File: config.mk
export PLATFORM = sky130hd
export DESIGN_NAME = clk_ena_gen
export DESIGN_NICKNAME = d
export VERILOG_FILES = /design/src/rtl/clk_ena_gen.sv
export SDC_FILE = /design/constraint.sdc
export NUM_CORES = 1
export LEC_CHECK = 0
export ABC_AREA = 0
export CORE_AREA = 2 2 39 41
export CTS_CLUSTER_DIAMETER = 80
export DETAILED_ROUTE_END_ITERATION = 10
export DIE_AREA = 0 0 41 43
export HOLD_SLACK_MARGIN = 0.05
export SLEW_MARGIN = 10
export SYNTH_ARGS = -nofsm -noshare
export SYNTH_HDL_FRONTEND = slang
export SYNTH_SLANG_ARGS = --single-unit
File: constraint.sdc
create_clock -name clk -period 1.45 [get_ports clk]
set_input_delay 0.145 -clock clk [delete_from_list [all_inputs] [get_ports clk]]
set_output_delay 0.145 -clock clk [all_outputs]
set_load 0.1 [all_outputs]
File: src/rtl/clk_ena_gen.sv
// clk_ena_gen: prescaler producing a single-cycle clock-enable tick every 2^(cks+1) clocks
module clk_ena_gen #(
  parameter int CNT_W = 4
) (
  input  logic             clk,
  input  logic             rst_n,
  input  logic [1:0]       cks,
  input  logic             div_en,
  output logic             clk_ena,
  output logic [CNT_W-1:0] div_phase
);
  typedef enum logic {IDLE, RUN} state_t;
  state_t state, state_d;
  logic [CNT_W-1:0] cnt, cnt_d, mask;
  logic [1:0] cks_act, cks_d;
  logic ena_d, due;
  // mask covers cnt[k:0]; a tick is due when those bits read 2^k - 1
  assign mask = CNT_W'((32'd2 << cks_act) - 32'd1);
  assign due = (cnt & mask) == (mask >> 1);
  assign div_phase = cnt;
  // next state: idle tracks the select, run counts; disable beats a select change, which restarts timing
  always_comb begin
    state_d = state;
    cnt_d = '0;
    ena_d = 1'b0;
    cks_d = cks_act;
    if (state == IDLE) begin
      cks_d = cks;
      if (div_en) state_d = RUN;
    end else if (!div_en) begin
      state_d = IDLE;
    end else if (cks != cks_act) begin
      cks_d = cks;
    end else begin
      cnt_d = cnt + 1'b1;
      ena_d = due;
    end
  end
  // state, counter, active select and registered tick
  always_ff @(posedge clk or negedge rst_n) begin
    if (!rst_n) begin
      state <= IDLE;
      cnt <= '0;
      cks_act <= 2'd0;
      clk_ena <= 1'b0;
    end else begin
      state <= state_d;
      cnt <= cnt_d;
      cks_act <= cks_d;
      clk_ena <= ena_d;
    end
  end
endmodule
run_1/flops_by_reg.png
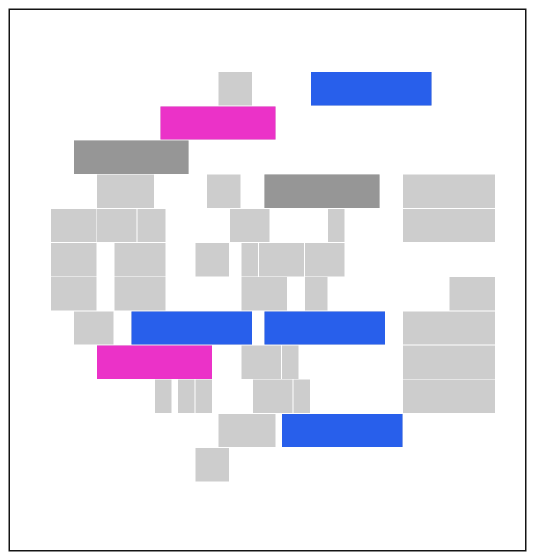
- magenta: cks_act (sequential cells 2)
- blue: div_phase (sequential cells 4)
- not colored: 2
post-layout util: 40.0%
seq pwr: 0.244 mW
Seq. cell area: 205 um2
sequential share of cell area: 37.1%

run_1/metal_density.png
The bar under the picture is 10 um long. The die is cut into 8 by 9 equal tiles; black is low, pale yellow is high, scaled to the fullest tile. Values are wire area over tile area, all layers added.
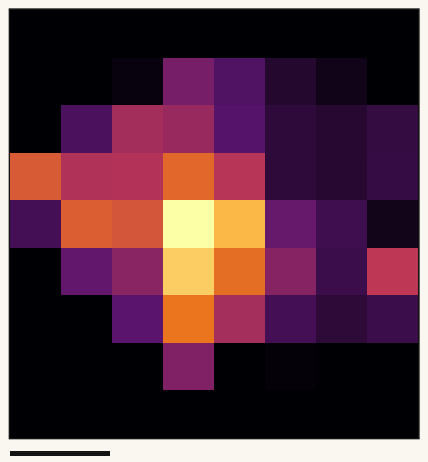
- densest ninth of the die: center
- fullest tile: 0.30
- nearly empty tiles: 42%
- mean over tiles: 0.061
- tiles over half the peak: 14%
- emptiest ninth of the die: south-west
Detailed Route WL: 657 um
DR WL/cell: 11.3 um
Via Count: 268

run_1/placement_by_type.png
Fill, decap, tap and diode cells in gray.
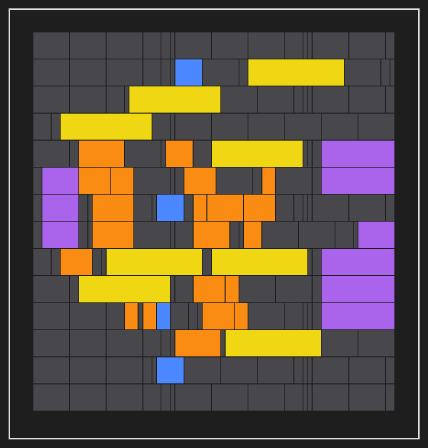
- purple: remaining buffers and delay cells (cells 9; share of their area 26%)
- orange: combinational and other logic (cells 21; share of their area 30%)
- blue: clock drivers and dummy loads (cells 4; share of their area 4.9%)
- yellow: sequential cells (cells 8; share of their area 38%)
Final Cell Area: 553 um2
core area: 1380 um2
Rows: 14

-- run 1: layer usage --
metal / global-route usage, % / share of wire (%) / up-vias / wire, um
li1: - / - / 128 / -
met1: 12.7 / 43 / 126 / 282
met2: 13.4 / 47 / 12 / 312
met3: 3.14 / 7.2 / 2 / 47
met4: 8.00 / 2.1 / 0 / 14
met5: 0 / 0 / - / 0
-- run 1: area by class of cell --
class                           count  area share, %
Timing Repair Buffer                9           25.3
Sequential cell                     8           37.1
Clock buffer                        4           4.75
Tap cell                           16           3.62
Inverter                            1          0.679
Multi-Input combinational cell     20           28.5
-- run 1: critical path: cells and delay by family (launching register included) --
kind | cells | cell delay [ps]
simple gates | 1 | 220
compound gates | 2 | 270
flops | 1 | 460
==> deck_impl_summary.md, run 1 <==
Implementation Results

Placement
  – Routability cong.: 0.660
  – Inst Count DP: 54
  – Setup Slack @ Placement: 184 ps
  – Cell Area, Placed: 527 um2

Worst setup path
  – WP data required: 1590 ps
  – Worst r2r src: div_phase[1]
  – CP endpoint: clk_ena
  – WS Path Type: register to register
  – FF-to-FF setup slack: 380 ps
  – Slowest-stage cell, CP: dfrtp_2
  – CP peak stage delay: 460 ps
  – Reg2reg path depth: 3
  – CP max FO: 6
  – Critical Path Start: div_phase[1]

Synthesis
  – Post-synth EDFFs: 0
  – Main flop type: dfrtp_1
  – And-or/or-and share of the synthesized area: 7.27%
  – Synth Instances: 29
  – Max-area cell share: 55.4%
  – Syn Nets: 35
  – Simple-gate share of the synthesized area: 17.0%
  – Most common library cells after synthesis: 8 x dfrtp_1, 5 x nor2_1, 3 x xnor2_1, 2 x mux2_1
  – Main kind of combinational logic by area: simple AND/OR/NAND/NOR gates
  – Ranking of synthesized cells by area: dfrtp_1 55%, xnor2_1 7.3%, mux2_1 6.2%
  – Ys Warns: 0
  – Most frequent cell after synthesis: dfrtp_1
  – Mux cell area share after synthesis: 6.23%
  – Chip Area, Yosys: 362 um2
  – Seq share, synth: 55.4%
  – FF+latch count, synth: 8

GRT
  – Gr ovfl total: 0
  – First-pass GRT wire length: 1110 um
  – GRT Util Overall: 10.1%

Cells and area
  – Top Layout Cells: 5 x nor2_1, 5 x buf_12, 4 x dfrtp_1, 4 x dfrtp_2, 4 x clkdlybuf4s50_1
  – Layout cells sized above 1: 33.3%
  – Filler Cell Count: 137
  – Non-Filler Instances: 58
  – ANT cells: 0
  – Nets: 49
  – Multi-input gate area: 158 um2

Final timing
  – Final Max Tran Viols: 0
  – Final WS setup: 377 ps
  – WHS: 156 ps
  – RSZ-0062 raised after global routing: false
  – Relative slew slack: 76.0%
  – Fmax: 932 MHz
  – Clk_skew: 7.52 ps
  – TNS Setup: 0 ps

Clocking
  – CTS H-tree depth: 1
  – Bufs on Longest Clock Path: 2
  – Postcts setup bufs: 0
  – Reg clk slew, reported paths: 60 ps
  – CTS tree: built
  – CTS Sinks: 8
  – CTS Hold Buffers Added: 0

Hold path
  – Worst Hold Class: input port to async pin

Pwr
  – Max power group: registers
  – Clock-net power: 0.189 mW
  – Peak VDD IR: 0.000337 V
  – P_leak: 0.222 nW
  – Cell-internal power: 0.369 mW
  – Total power: 0.497 mW
  – Switching Fraction: 25.8%
  – PwrDens: 898 nW/um2

Run status
  – Status: finished, final reports clean

Die
  – Die height: 43 um
  – I/O pin count: 10
  – FP Util: 26.1%

Routing
  – Initial DRC count: 1
run_1/wires.png
The bar under the picture is 10 um long. Only two layers are drawn.
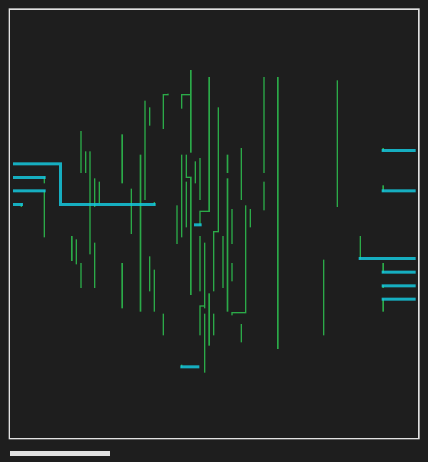

==> run 2: changes to the inputs <==
Clock period 1.45 ns to 1.11 ns, I/O delays scaled along.
run_2/wires.png
The bar under the picture is 10 um long. Only two layers are drawn.
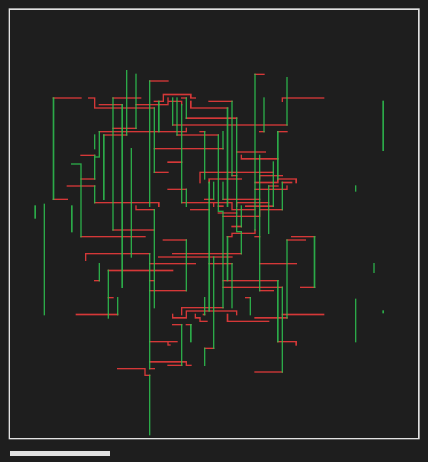
- red: metal 1 (wire length 298 um)
- green: metal 2 (wire length 381 um)
DR WL/cell: 11.4 um
Detailed Route WL: 716 um
Via Count: 292
GRT Util Overall: 10.5%

run_2/flops_by_reg.png
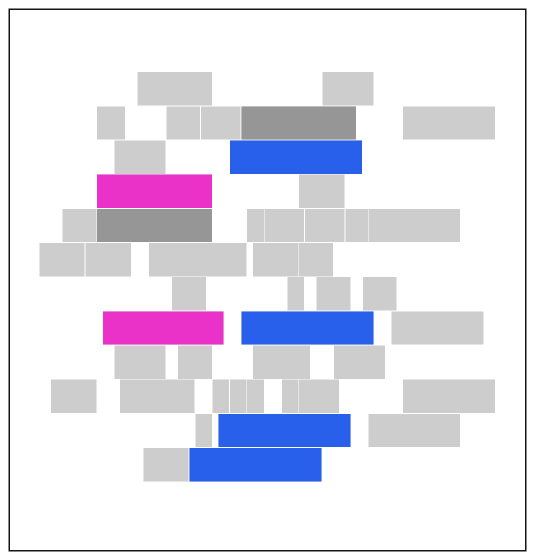
- magenta: cks_act (sequential cells 2)
- blue: div_phase (sequential cells 4)
- not colored: 2
Seq. cell area: 216 um2
post-layout util: 45.8%
sequential share of cell area: 34.2%
seq pwr: 0.324 mW

==> deck_impl_summary.md, run 2 <==
Implementation Results

Worst setup path
  – WP data required: 1000 ps (was 1590 ps)
  – Critical Path Sink Type: output port (was register)
  – Reg2reg path depth: 3 (unchanged)
  – CP peak stage delay: 480 ps (was 460 ps)
  – CP max FO: 3 (was 6)
  – Slowest-stage cell, CP: dfrtp_4 (was dfrtp_2)
  – CP Buf/Inv Count: 2 (was 0)
  – Crit-path cells: buf_6 -> buf_12 (was and4b_1 -> o211ai_1 -> a21oi_2)
  – Worst r2r src: div_phase[1] (unchanged)
  – Critical Path Start: div_phase[2] (was div_phase[1])
  – WS Path Type: register to output port (was register to register)
  – FF-to-FF setup slack: 10 ps (was 380 ps)

Synthesis
  – Ys Warns: 0 (unchanged)
  – Syn Nets: 35 (unchanged)
  – FF+latch count, synth: 8 (unchanged)
  – Simple-gate share of the synthesized area: 17.0% (unchanged)
  – Synth Instances: 29 (unchanged)
  – Main flop type: dfrtp_1 (unchanged)
  – Post-synth EDFFs: 0 (unchanged)
  – And-or/or-and share of the synthesized area: 7.27% (unchanged)
  – Ranking of synthesized cells by area: dfrtp_1 55%, xnor2_1 7.3%, mux2_1 6.2% (unchanged)
  – Mux cell area share after synthesis: 6.23% (unchanged)
  – Max-area cell share: 55.4% (unchanged)
  – Most frequent cell after synthesis: dfrtp_1 (unchanged)
  – Cell variety after synth: 15 (unchanged)
  – Chip Area, Yosys: 362 um2 (unchanged)
  – Seq share, synth: 55.4% (unchanged)
  – Main kind of combinational logic by area: simple AND/OR/NAND/NOR gates (unchanged)
  – Adder Share, Synth: 3.46% (unchanged)

Clocking
  – CTS Sinks: 8 (unchanged)
  – CTS tree: built (unchanged)
  – Reg clk slew, reported paths: 60 ps (about the same)
  – CTS Hold Buffers Added: 0 (unchanged)
  – Postcts setup bufs: 2 (was 0)
  – CTS H-tree depth: 1 (unchanged)
  – Bufs on Longest Clock Path: 2 (unchanged)

Cells and area
  – Non-clk bufs: 14 (was 9)
  – Nets: 54 (was 49)
  – Non-Clock Buffer Area Fraction: 29.2% (was 25.3%)
  – Mi-comb count: 20 (unchanged)
  – Clkbuf count: 4 (unchanged)
  – Layout cells sized above 1: 46.8% (was 33.3%)
  – Multi-input gate area: 181 um2 (was 158 um2)
  – Largest class: registers (unchanged)
  – Final Cell Area: 633 um2 (was 553 um2)
  – Top Layout Cells: 5 x nor2_1, 5 x buf_12, 4 x dfrtp_4, 4 x clkdlybuf4s50_1 (was 5 x nor2_1, 5 x buf_12, 4 x dfrtp_1, 4 x dfrtp_2, 4 x clkdlybuf4s50_1)
  – Filler Cell Count: 136 (was 137)
  – Area grow syn2layout: 75.1% (was 52.9%)
  – Flip-flops: 8 (unchanged)
  – Fraction of area in multi-input gates: 28.7% (was 28.5%)
  – ANT cells: 0 (unchanged)
  – Non-Filler Instances: 63 (was 58)
  – Clock-cell share of area: 4.15% (was 4.75%)
  – Non-CTS inverters: 1 (unchanged)

Run status
  – Status: finished, violations left (was finished, final reports clean)
  – Failing checks: negative setup slack

Placement
  – Setup Slack @ Placement: -88.4 ps (was 184 ps)
  – Routability cong.: 0.638 (was 0.660)
  – Inst Count DP: 56 (was 54)
  – Cell Area, Placed: 552 um2 (was 527 um2)

Die
  – TAP cells: 16 (unchanged)
  – FP Util: 26.1% (unchanged)
  – I/O pin count: 10 (unchanged)
  – Core area: 1380 um2 (unchanged)
  – Rows: 14 (unchanged)
  – Die height: 43 um (unchanged)

Final timing
  – TNS Setup: -16.0 ps (was 0 ps)
  – Slew at the pin closest to its max-slew limit: 349 ps (was 359 ps)
  – WHS: 128 ps (was 156 ps)
  – Clk_skew: 5.40 ps (was 7.52 ps)
  – Final WS setup: -16.0 ps (was 377 ps)
  – RSZ-0062 raised after global routing: true (was false)
  – Fmax: 888 MHz
  – # setup viols final: 1 (was 0)

GRT
  – Gr ovfl total: 0 (unchanged)
  – First-pass GRT wire length: 1210 um (was 1110 um)

Pwr
  – P_leak: 0.257 nW (was 0.222 nW)
  – PwrDens: 1040 nW/um2 (was 898 nW/um2)
  – Peak VDD IR: 0.000524 V (was 0.000337 V)
  – Total power: 0.658 mW (was 0.497 mW)

Run
  – Count of tool warnings: 29 (was 26)

Hold path
  – Worst Hold Class: input port to async pin (unchanged)

Routing
  – Initial DRC count: 2 (was 1)
==> run 2: report_power, final <==
part,switching [mW],internal (mW),total (mW)
registers,0.0196,0.304,0.324
clock network,0.0971,0.137,0.234
logic,0.0489,0.0504,0.0993
total,0.166,0.492,0.658
==> run 2: metal layers <==
metal  vias to the layer above  wire, um  global-route usage (%)
met3                         0        38                    3.14
li1                        140         -                       -
met5                         -         0                       0
met2                         9       380                    15.9
met1                       143       297                    11.4
met4                         0         0                    8.00
==> run 2: worst max-delay path by stage <==
stage | end | slack, ps | depth (start not counted)
3_5_place_dp | cks_act[1] | -90 | 3
4_1_cts | div_phase[2] | -30 | 2
6_report | div_phase[2] | -20 | 2
5_1_grt | div_phase[2] | -50 | 2
3_3_place_gp | cks_act[0] | -30 | 3
2_1_floorplan | clk_ena | -100 | 3
Power is estimated from default activity; no workload was simulated.
